## src/rtl/ha_sub.sv

```systemverilog
// ha_sub: registered bank of WIDTH independent 1-bit half subtractors (A-B per lane).
// Latency: 1 cycle from an accepted input (in_valid=1 at a clk edge) to out_valid/diff/borrow.
// Backpressure: none; every cycle with in_valid=1 is accepted, back-to-back in gives back-to-back out.
//
// Ports:
//   clk         single clock, all state updates on the rising edge
//   rst_n       synchronous active-low reset; clears every output and wins over in_valid
//   in_valid    A/B qualify this cycle
//   A, B        minuend / subtrahend, one bit per lane
//   out_valid   diff/borrow hold the result of the input accepted at the last edge
//   diff        per-lane A^B
//   borrow      per-lane ~A&B
//   borrow_any  OR of the borrow lanes, registered from the same sample as borrow
//   borrow_cnt  population count of borrow lanes; exists only when HA_SUB_BORROW_CNT_EN is defined
//
// Optional feature macro: HA_SUB_BORROW_CNT_EN (adds borrow_cnt, width $clog2(WIDTH+1)).

module ha_sub #(
    parameter int WIDTH = 1
) (
    input  logic                           clk,
    input  logic                           rst_n,
    input  logic                           in_valid,
    input  logic [WIDTH-1:0]               A,
    input  logic [WIDTH-1:0]               B,
    output logic                           out_valid,
    output logic [WIDTH-1:0]               diff,
    output logic [WIDTH-1:0]               borrow,
`ifdef HA_SUB_BORROW_CNT_EN
    output logic [$clog2(WIDTH+1)-1:0]     borrow_cnt,
`endif
    output logic                           borrow_any
);

    logic               out_valid_q;
    logic [WIDTH-1:0]   diff_d, diff_q;
    logic [WIDTH-1:0]   borrow_d, borrow_q;
    logic               borrow_any_d, borrow_any_q;

    // Per-lane combinational half subtractor; lanes never interact.
    always_comb begin
        diff_d       = A ^ B;
        borrow_d     = ~A & B;
        borrow_any_d = |borrow_d;
    end

`ifdef HA_SUB_BORROW_CNT_EN
    // WIDTH+1 distinct counts (0..WIDTH) so an all-borrow input never wraps.
    localparam int CW = $clog2(WIDTH+1);

    logic [CW-1:0] cnt_d, cnt_q;

    always_comb begin
        cnt_d = '0;
        for (int i = 0; i < WIDTH; i++) begin
            cnt_d = cnt_d + CW'(borrow_d[i]);
        end
    end

    always_ff @(posedge clk) begin
        if (!rst_n) begin
            cnt_q <= '0;
        end else if (in_valid) begin
            cnt_q <= cnt_d;
        end
    end

    assign borrow_cnt = cnt_q;
`endif

    // Data registers load only on accepted inputs, so A/B garbage during
    // idle cycles never reaches the held result.
    always_ff @(posedge clk) begin
        if (!rst_n) begin
            out_valid_q  <= 1'b0;
            diff_q       <= '0;
            borrow_q     <= '0;
            borrow_any_q <= 1'b0;
        end else begin
            out_valid_q <= in_valid;
            if (in_valid) begin
                diff_q       <= diff_d;
                borrow_q     <= borrow_d;
                borrow_any_q <= borrow_any_d;
            end
        end
    end

    assign out_valid  = out_valid_q;
    assign diff       = diff_q;
    assign borrow     = borrow_q;
    assign borrow_any = borrow_any_q;

endmodule

```

## config.mk

```make
export PLATFORM = sky130hd
export DESIGN_NAME = ha_sub
export DESIGN_NICKNAME = d
export VERILOG_FILES = /design/src/rtl/ha_sub.sv
export SDC_FILE = /design/constraint.sdc
export NUM_CORES = 1
export LEC_CHECK = 0
export CAP_MARGIN = 40
export CORE_AREA = 4 4 41 43
export CTS_CLUSTER_DIAMETER = 100
export CTS_CLUSTER_SIZE = 20
export DETAILED_ROUTE_END_ITERATION = 10
export DIE_AREA = 0 0 45 47
export PLACE_DENSITY_LB_ADDON = 0.2
export SYNTH_ARGS = -nofsm -noshare
export SYNTH_HDL_FRONTEND = slang
export SYNTH_SLANG_ARGS = --single-unit
```

## constraint.sdc

```tcl
create_clock -name clk -period 1.4 [get_ports clk]
set_input_delay 0.28 -clock clk [delete_from_list [all_inputs] [get_ports clk]]
set_output_delay 0.28 -clock clk [all_outputs]
set_load 0.02 [all_outputs]
```

Fig. 1: signal wires on met1
Drawn at 8 px/µm.
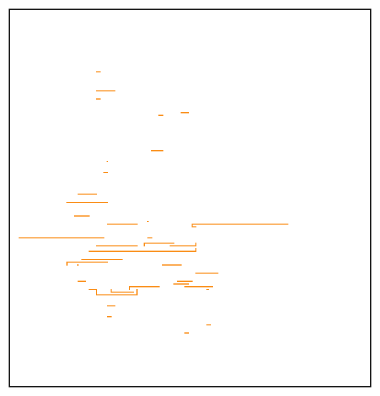
nets with wire on the layer: 24
share of all routed wire: 37%
main direction: horizontal
wire length on this layer: 110 µm
via count: 109
met1 Usage GRT: 2.948%
Routed WL: 295 µm

Fig. 2: clock wires, drivers and flops
Drawn at 10 px/µm.
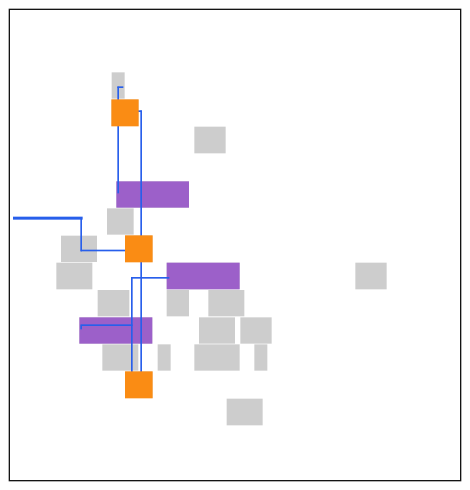
[blue] clock wires | length: 77.6 µm
[orange] cells driving clock nets | count: 3
[purple] flip-flops | count: 3
routed clock nets: 4
clock network power share: 53.8%
Late-Pin Clk Latency: 0.23 ns
P_clk: 153 µW
Setup Skew: 0 ns

==> deck_impl_summary.md <==
Key Metrics from the Run

Run status
  • Status: complete, no violations

Job
  • Log Warnings: 26

STA
  • Final number of max-transition violations: 0
  • Setup TNS: 0 ns
  • Slew @ Worst Pin: 0.2157 ns
  • Max-slew headroom: 85.68%
  • RSZ-0062 raised after global routing: no

Worst setup path
  • Setup CP Type: flop to primary output
  • Worst path top cell family by delay: buffers and inverters
  • Crit-path slowest cell: dlygate4sd2_1
  • RR Startpoint: diff$_SDFFE_PN0P_
  • CP required: 1.12 ns
  • Worst setup EP type: primary output
  • WP buf/inv: 1

Placement
  • Count of port buffers added during placement: 8
  • Placed cells: 33

Logic synthesis
  • Post-synth EDFFs: 0
  • Simple-Gate Area Share: 14.43%
  • Post-Synthesis Cells: 11
  • Synth unique cells: 9
  • Post-synth ARST share: 0%
  • Post-synthesis adder-cell area fraction: 10.31%
  • Registers, synthesis: 3
  • XOR-XNOR Cells, Area Fraction: 0%
  • Top-area cell share: 49.48%
  • Cell count in the Yosys report: 11

Floorplanning
  • Die area: 0.002115 mm²
  • Die height: 47 µm
  • Core area: 0.001301 mm²

Hold path
  • Worst hold path depth: 1

CTS
  • Clk root buf: clkbuf_4
  • # resized after CTS: 4

Route
  • Met3 WL: 23 µm
  • DR WL/cell: 7.973 µm
  • Wl on met1: 110 µm

Layout
  • Design area: 234.0 µm²
  • Number of diodes: 0
  • Fin nets: 29
  • Ratio of cells with drive above 1 in the final layout: 18.18%
  • Number of fill cells in the layout: 157
  • P&R area growth vs syn: 92.78%
  • Clock-cell share of area: 11.23%

Pwr
  • Power Total: 283.8 µW
  • Switching Share: 22.78%
  • Seq power: 93.0 µW
  • P per Cell Area: 1213 mW/mm²

Global routing
  • GRT busiest layer: met4
  • GRT Overall Usage: 3.631%
Fig. 3: the clock network
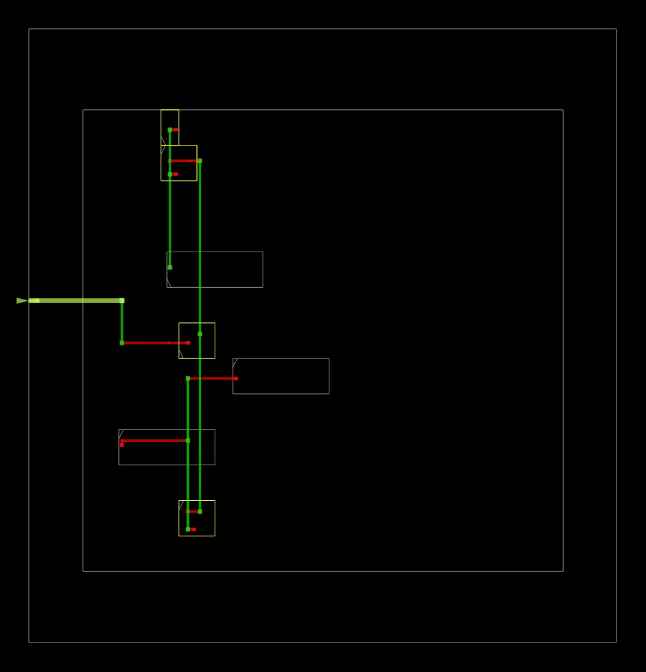
flop count: 3
total CTS buffers: 3
Clock Sink Count: 3
clkbuf count: 4

Power is estimated from default activity; no workload was simulated.
